## src/rtl/piso_tx.sv

```systemverilog
// Parallel-in serial-out transmitter: loads a word over valid/ready and shifts it out
// one bit per accepted beat, MSB- or LSB-first, streaming back-to-back frames gap-free.
module piso_tx #(
    parameter int DATA_WIDTH = 32
) (
    input  logic                  clk,
    input  logic                  arst_n,
    input  logic [DATA_WIDTH-1:0] parallel_in,
    input  logic                  in_valid,
    output logic                  in_ready,
    input  logic                  msb_first,
    output logic                  serial_out,
    output logic                  out_valid,
    input  logic                  out_ready,
    output logic                  busy,
    output logic                  frame_done
);

    localparam int CW = $clog2(DATA_WIDTH);

    generate
        if (DATA_WIDTH < 2) begin : g_bad_width
            $error("piso_tx: DATA_WIDTH must be >= 2");
        end
    endgenerate

    typedef enum logic {IDLE = 1'b0, SHIFT = 1'b1} state_t;

    state_t                state;
    logic [DATA_WIDTH-1:0] sreg;
    logic                  dir_q;
    logic [CW-1:0]         cnt;
    logic                  frame_done_q;

    logic last_bit;
    logic xfer;
    logic accept;

    assign last_bit   = (cnt == CW'(DATA_WIDTH - 1));
    assign out_valid  = (state == SHIFT);
    assign busy       = out_valid;
    assign xfer       = out_valid && out_ready;
    // Ready during the last-bit beat so the next word loads on the same edge: no idle gap.
    assign in_ready   = (state == IDLE) || (xfer && last_bit);
    assign accept     = in_valid && in_ready;
    assign serial_out = out_valid && (dir_q ? sreg[DATA_WIDTH-1] : sreg[0]);
    assign frame_done = frame_done_q;

    always_ff @(posedge clk or negedge arst_n) begin
        if (!arst_n) begin
            state        <= IDLE;
            sreg         <= '0;
            dir_q        <= 1'b0;
            cnt          <= '0;
            frame_done_q <= 1'b0;
        end else begin
            frame_done_q <= xfer && last_bit;
            if (accept) begin
                sreg  <= parallel_in;
                dir_q <= msb_first;
                cnt   <= '0;
                state <= SHIFT;
            end else if (xfer) begin
                sreg <= dir_q ? (sreg << 1) : (sreg >> 1);
                if (last_bit) begin
                    cnt   <= '0;
                    state <= IDLE;
                end else begin
                    cnt <= cnt + 1'b1;
                end
            end
        end
    end

endmodule
```

## config.mk

```make
export PLATFORM = sky130hd
export DESIGN_NAME = piso_tx
export DESIGN_NICKNAME = d
export VERILOG_FILES = /design/src/rtl/piso_tx.sv
export SDC_FILE = /design/constraint.sdc
export NUM_CORES = 1
export LEC_CHECK = 0
export CAP_MARGIN = 20
export CORE_MARGIN = 1.5
export CORE_UTILIZATION = 40
export DETAILED_ROUTE_END_ITERATION = 12
export PLACE_DENSITY = 0.72
export SLEW_MARGIN = 5
export SYNTH_ARGS = -nofsm -noshare
export SYNTH_HDL_FRONTEND = slang
export SYNTH_SLANG_ARGS = --single-unit
```

## constraint.sdc

```tcl
create_clock -name clk -period 3.8 [get_ports clk]
set_clock_uncertainty 0.15 [all_clocks]
set_input_delay 1.14 -clock clk [delete_from_list [all_inputs] [get_ports clk]]
set_output_delay 1.14 -clock clk [all_outputs]
set_load 0.005 [all_outputs]
```

**Run 1: close-up of the layout**

Region (0, 40) to (40, 80) um. Cells in gray, sequential cells in the stronger gray; small squares are vias.
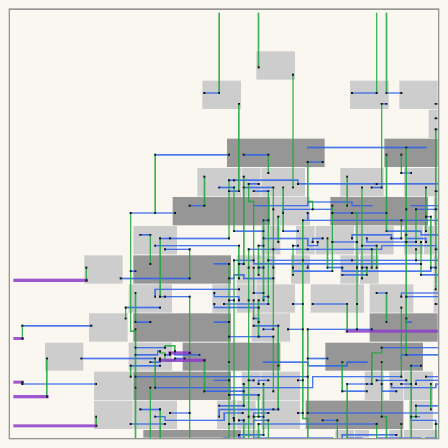
Green is M2. Blue is M1. Purple is M3.
56 logic cells have their middle in the window. Most frequent: a21oi_1 (16), dfrtp_1 (11). Sequential cells in the window: 11. Netlist names of flops here include `sreg` (9), `cnt` (2).

**Run 1: wiring by layer**

Two of the layers only.
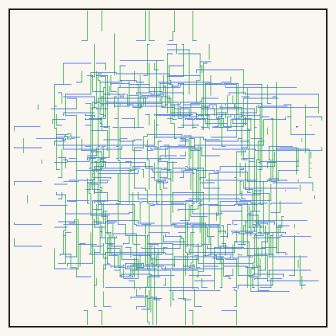
Blue is M1, wire length 2,350 um. Green is M2, wire length 2,250 um.
total track usage: 16.7%
drt wl/cell: 15.2 um
Vias: 1,765
drt total wl: 4.92 mm

==> results.py, run 1 <==
# Metrics from the implementation run
metrics = {
    "setup_path": {
        "cp_top_family": "buffers and inverters",
        "startpoint": "out_ready",
        "crit_path_end": "in_ready",
        "path_class": "primary input to output pin",
        "crit_arrival_ns": 2.30,
        "max_stage_delay_ns": 0.50,
        "r2r_slack_ns": 1.39,
        "cp-end-kind": "output pin",
        "critPathRequiredTime_ns": 2.51,
    },
    "finish": {
        "largest_reg_flops": 32,
        "fin_nets": 290,
        "ff_latch_area_um2": 1000,
        "largest-register": "sreg",
        "logic_gates": 158,
        "layout.nonclk_buf_share_pct": 15.3,
        "post-route-cell-area_um2": 2890,
        "fillers": 530,
        "drive_gt1_share_pct": 18.7,
        "nNonClkBuffers": 46,
        "top_regs": "sreg x32, cnt x5",
        "layout_top_cell": "a21oi_1",
        "comb_area_um2": 1240,
        "n_clock_buffer": 5,
    },
    "min_path": {
        "hold_path_end": "cnt[4]",
        "hp-class": "flop to flop",
        "hold_depth": 2,
    },
    "drt": {
        "drtIter0Drc": 135,
        "ant_nets": 0,
        "drc": 0,
        "drt-vias-per-instance": 5.45,
    },
    "synth": {
        "ys_warn_count": 0,
        "top_area_share_pct": 42.3,
        "top_area_cell": "dfrtp_1",
        "ys_types": 27,
        "syn_area_um2": 2370,
        "ys.flops": 40,
        "synthFlopType": "dfrtp_1",
    },
    "pwr": {
        "intPower_mw": 1.22,
        "total_leakage_power_nw": 1.12,
        "ir_worst_vdd_uv": 338,
        "power.total_mw": 1.81,
        "pg_clk_mw": 0.364,
        "comb_power_mw": 0.698,
        "swShare_pct": 32.6,
        "maxPowerGroup": "sequential cells",
        "seqPwrFrac_pct": 41.2,
    },
    "global_route": {
        "overflow": 0,
        "grt_max_degree": 41,
        "grt-busiest-layer": "met2",
    },
    "placement": {
        "io_buffers": 41,
        "dp_slack_ns": 0.206,
        "placed_cell_area_um2": 2780,
    },
    "status": {
        "status": "complete, no violations",
    },
    "floorplan": {
        "die_y_um": 79.9,
        "chipArea_um2": 6390,
        "fp.dieW_um": 79.9,
        "coreArea_um2": 5610,
    },
    "timing": {
        "setup_violations": 0,
        "fin_setup_tns_ns": 0,
        "drv_slew": 0,
    },
    "job": {
        "maxCapViolCount": 0,
    },
    "cts": {
        "cts_tree": "done",
        "cts_inserted_buffers": 5,
        "root_buffer": "clkbuf_8",
    },
}
**Run 1: sequential cells colored by netlist name**

Scale bar: 20 um. Other sequential cells in the stronger gray, the rest of the logic in the fainter gray.
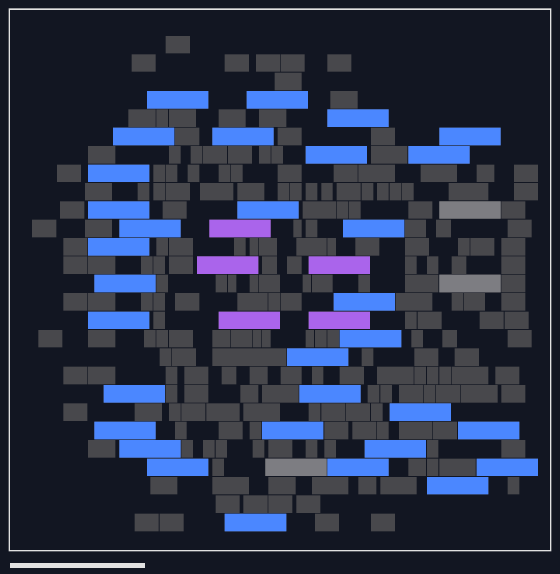
Purple is `cnt`, flops 5, where center. Blue is `sreg`, flops 32, where widely spread.

**Run 1: clock nets**

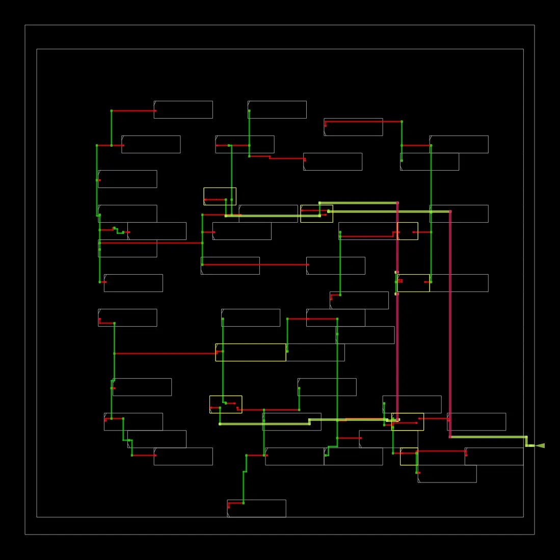

==> run 2: changes to the inputs <==
--- a/config.mk
+++ b/config.mk
@@ -9,7 +9,8 @@
 export CORE_MARGIN = 1.5
 export CORE_UTILIZATION = 40
 export DETAILED_ROUTE_END_ITERATION = 12
-export PLACE_DENSITY = 0.72
+export DONT_BUFFER_PORTS = 1
+export PLACE_DENSITY = 0.63
 export SLEW_MARGIN = 5
 export SYNTH_ARGS = -nofsm -noshare
 export SYNTH_HDL_FRONTEND = slang
**Run 2: clock nets**

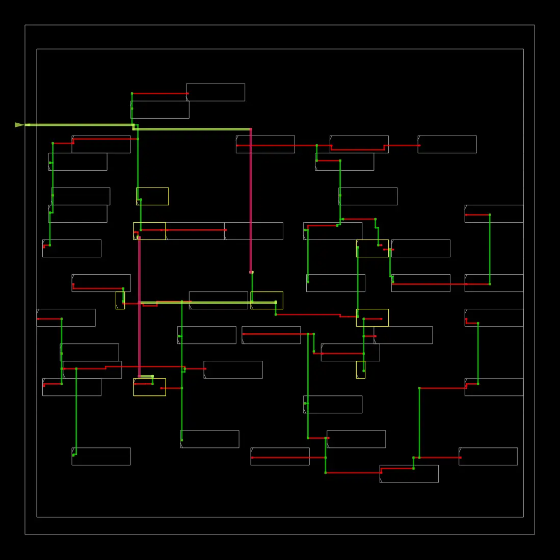
TritonCTS buffer count: 5
# clk buffers: 8

==> run 2 against run 1 <==
Compared with the run above: critical path type is now flop to output pin; sequential power barely moved; clock-buffer cell count up 3; combinational power is about 10% lower; largest power group unchanged; clock power fell by about 20%.
==> results.py, run 2 <==
# Metrics from the implementation run
metrics = {
    "synth": {
        "syn_nets": 258,
        "top_area_share_pct": 42.3,
        "ys_warn_count": 0,
        "ys.flops": 40,
        "synthAoiAreaFrac_pct": 15.9,
        "synth-edff-count": 0,
        "top_area_cell": "dfrtp_1",
        "synthFlopType": "dfrtp_1",
        "syn_area_um2": 2370,
    },
    "finish": {
        "nNonClkBuffers": 3,
        "largest_reg_flops": 32,
        "drive_gt1_share_pct": 20.1,
        "comb_area_um2": 1240,
        "layout_top_cell": "a21oi_1",
        "logic_gates": 158,
        "final-clk-cell-share_pct": 3.68,
        "fin_nets": 247,
        "ff_latch_area_um2": 1000,
        "fillers": 536,
        "post-route-cell-area_um2": 2440,
        "largest-register": "sreg",
    },
    "pwr": {
        "swShare_pct": 32.6,
        "power.total_mw": 1.66,
        "comb_power_mw": 0.625,
        "maxPowerGroup": "sequential cells",
        "intPower_mw": 1.12,
        "total_leakage_power_nw": 0.941,
        "ir_worst_vdd_uv": 307,
        "pg_clk_mw": 0.293,
    },
    "cts": {
        "cts_tree": "done",
        "root_buffer": "clkbuf_8",
    },
    "setup_path": {
        "r2r_slack_ns": 1.40,
        "cp_top_family": "adder cells",
        "r2r-start": "cnt[0]",
        "path_class": "flop to output pin",
        "startpoint": "cnt[0]",
        "max_stage_delay_ns": 0.41,
        "reg2regPathDepth": 6,
        "cp-end-kind": "output pin",
        "crit_path_end": "in_ready",
        "critPathRequiredTime_ns": 2.51,
        "crit_arrival_ns": 1.63,
    },
    "placement": {
        "placed_cell_area_um2": 2350,
        "dp_slack_ns": 1.14,
        "io_buffers": 0,
    },
    "drt": {
        "ant_nets": 0,
        "drc": 0,
        "drt-vias-per-instance": 5.58,
        "drtIter0Drc": 127,
    },
    "timing": {
        "drv_slew": 0,
        "setup_violations": 0,
        "fin_setup_tns_ns": 0,
        "fin_crit_sh_pct": 76.8,
        "finalCriticalPeriod_ns": 2.92,
        "slew_headroom_pct": 62.5,
    },
    "global_route": {
        "overflow": 0,
        "grt_max_degree": 41,
    },
    "min_path": {
        "hp-class": "primary input to asynchronous set/reset pin",
    },
    "job": {
        "maxCapViolCount": 0,
    },
    "status": {
        "status": "complete, no violations",
    },
    "floorplan": {
        "fp.dieW_um": 79.9,
        "coreArea_um2": 5610,
        "chipArea_um2": 6390,
    },
}
**Run 2: wiring by layer**

Two of the layers only.
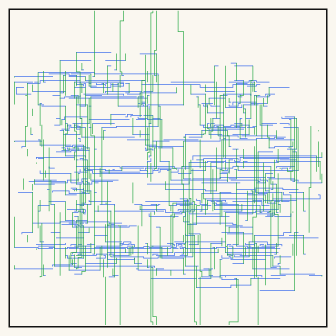
Green is M2, wire length 2,090 um. Blue is M1, wire length 2,300 um.
Vias: 1,568
drt wl/cell: 16.8 um
total track usage: 15.4%
drt total wl: 4.73 mm

**Run 2: close-up of the layout**

Region (0, 40) to (40, 80) um. Cells in gray, sequential cells in the stronger gray; small squares are vias.
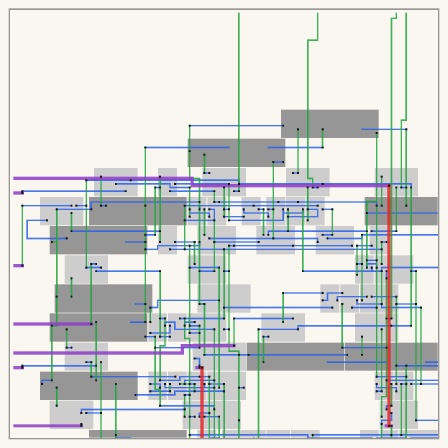

==> run 3: changes to the inputs <==
==> constraint.sdc (replaced) <==
create_clock -name clk -period 2.95 [get_ports clk]
set_clock_uncertainty 0.15 [all_clocks]
set_input_delay 0.885 -clock clk [delete_from_list [all_inputs] [get_ports clk]]
set_output_delay 0.885 -clock clk [all_outputs]
set_load 0.005 [all_outputs]
**Run 3: close-up of the layout**

Region (0, 40) to (40, 80) um. Cells in gray, sequential cells in the stronger gray; small squares are vias.
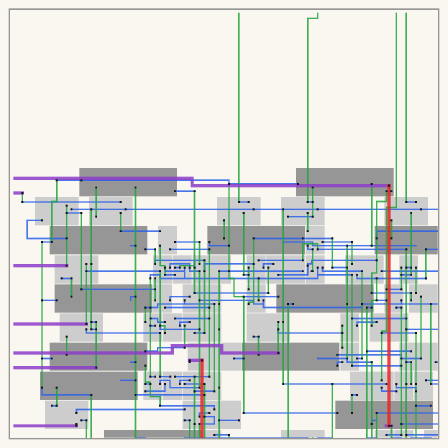
Blue is M1. Purple is M3. Red is M4. Green is M2.
Netlist names of flops here include `sreg` (11). Sequential cells in the window: 11. 51 logic cells have their middle in the window. Most frequent: a21oi_1 (19), dfrtp_1 (11).

**Run 3: nets reached from selected ports**

Scale bar: 20 um.
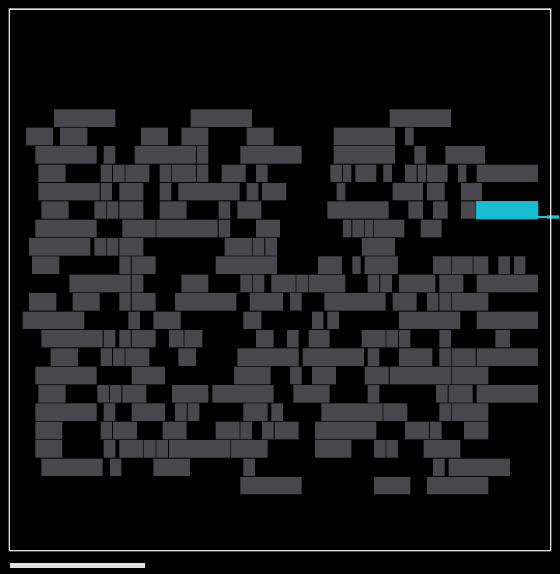
Cyan is `frame_done`, bits 1, direction output, end cells 1, buffers 0, wire 1.80 um.

==> run 3 against run 2 <==
Compared with the run above: total power rose by 30%; via count rose by 0.64%; wire length up 0.87%; first-iteration DRC count down 11%; critical path depth unchanged; largest cell class unchanged.
==> results.py, run 3 <==
# Metrics from the implementation run
metrics = {
    "global_route": {
        "grt-busiest-layer": "met2",
        "grt_max_degree": 41,
        "track_usage_pct": 16.3,
        "grt_pass1_vias": 1657,
        "overflow": 0,
    },
    "setup_path": {
        "path_class": "flop to output pin",
        "max_stage_delay_ns": 0.41,
        "r2r-start": "cnt[0]",
        "crit_slowest_cell": "dfrtp_1",
        "startpoint": "cnt[0]",
        "crit_arrival_ns": 1.62,
        "r2r_slack_ns": 0.55,
        "reg2regPathDepth": 6,
        "critPathRequiredTime_ns": 1.92,
        "cp_top_family": "adder cells",
        "crit_path_end": "in_ready",
        "crit_top_cell": "ha_1",
        "cp_max_fo": 5,
    },
    "finish": {
        "fillers": 552,
        "comb_area_um2": 1240,
        "drive_gt1_share_pct": 21.4,
        "layout.nonclk_buf_share_pct": 1.52,
        "n_clock_buffer": 7,
        "nNonClkBuffers": 5,
        "ff_latch_area_um2": 1000,
        "post-route-cell-area_um2": 2470,
        "final-clk-cell-share_pct": 3.91,
        "fin_nets": 249,
        "largest-register": "sreg",
        "largest_reg_flops": 32,
        "logic_gates": 158,
        "top_regs": "sreg x32, cnt x5",
    },
    "pwr": {
        "intPower_mw": 1.47,
        "total_leakage_power_nw": 0.955,
        "pg_clk_mw": 0.395,
        "maxPowerGroup": "sequential cells",
        "comb_power_mw": 0.808,
        "power.total_mw": 2.17,
        "swShare_pct": 32.2,
        "ir_worst_vdd_uv": 389,
    },
    "synth": {
        "ys_warn_count": 0,
        "syn_nets": 258,
        "top_area_cell": "dfrtp_1",
        "synthAoiAreaFrac_pct": 15.9,
        "syn_area_um2": 2370,
        "ys_types": 27,
        "synthFlopType": "dfrtp_1",
        "ys.flops": 40,
        "synth-cells-yosys": 219,
        "synth_top_cell_by_count": "a21oi_1",
        "synth-edff-count": 0,
    },
    "drt": {
        "num_vias": 1578,
        "wl_met3_um": 356,
        "wl_per_cell_um": 16.9,
        "drtIter0Drc": 113,
        "wl_mm": 4.77,
        "drc": 0,
        "drt-vias-per-instance": 5.60,
        "ant_nets": 0,
    },
    "placement": {
        "hpwl_mm": 3.01,
        "io_buffers": 0,
        "dp_slack_ns": 0.568,
        "placed_cell_area_um2": 2370,
    },
    "timing": {
        "worstMarginPinSlew_ns": 0.564,
        "fin_crit_sh_pct": 90.1,
        "finalCriticalPeriod_ns": 2.66,
        "fin_setup_tns_ns": 0,
        "slew_headroom_pct": 62.4,
        "drv_slew": 0,
        "setup_violations": 0,
    },
    "floorplan": {
        "coreArea_um2": 5610,
        "chipArea_um2": 6390,
        "die_y_um": 79.9,
        "fp.dieW_um": 79.9,
    },
    "cts": {
        "root_buffer": "clkbuf_8",
        "cts_inserted_buffers": 5,
        "cts_tree": "done",
    },
    "status": {
        "status": "complete, no violations",
    },
    "job": {
        "maxCapViolCount": 0,
    },
    "min_path": {
        "hp-class": "primary input to asynchronous set/reset pin",
    },
}
No activity file was given, so power comes from the tool's default toggle rates.
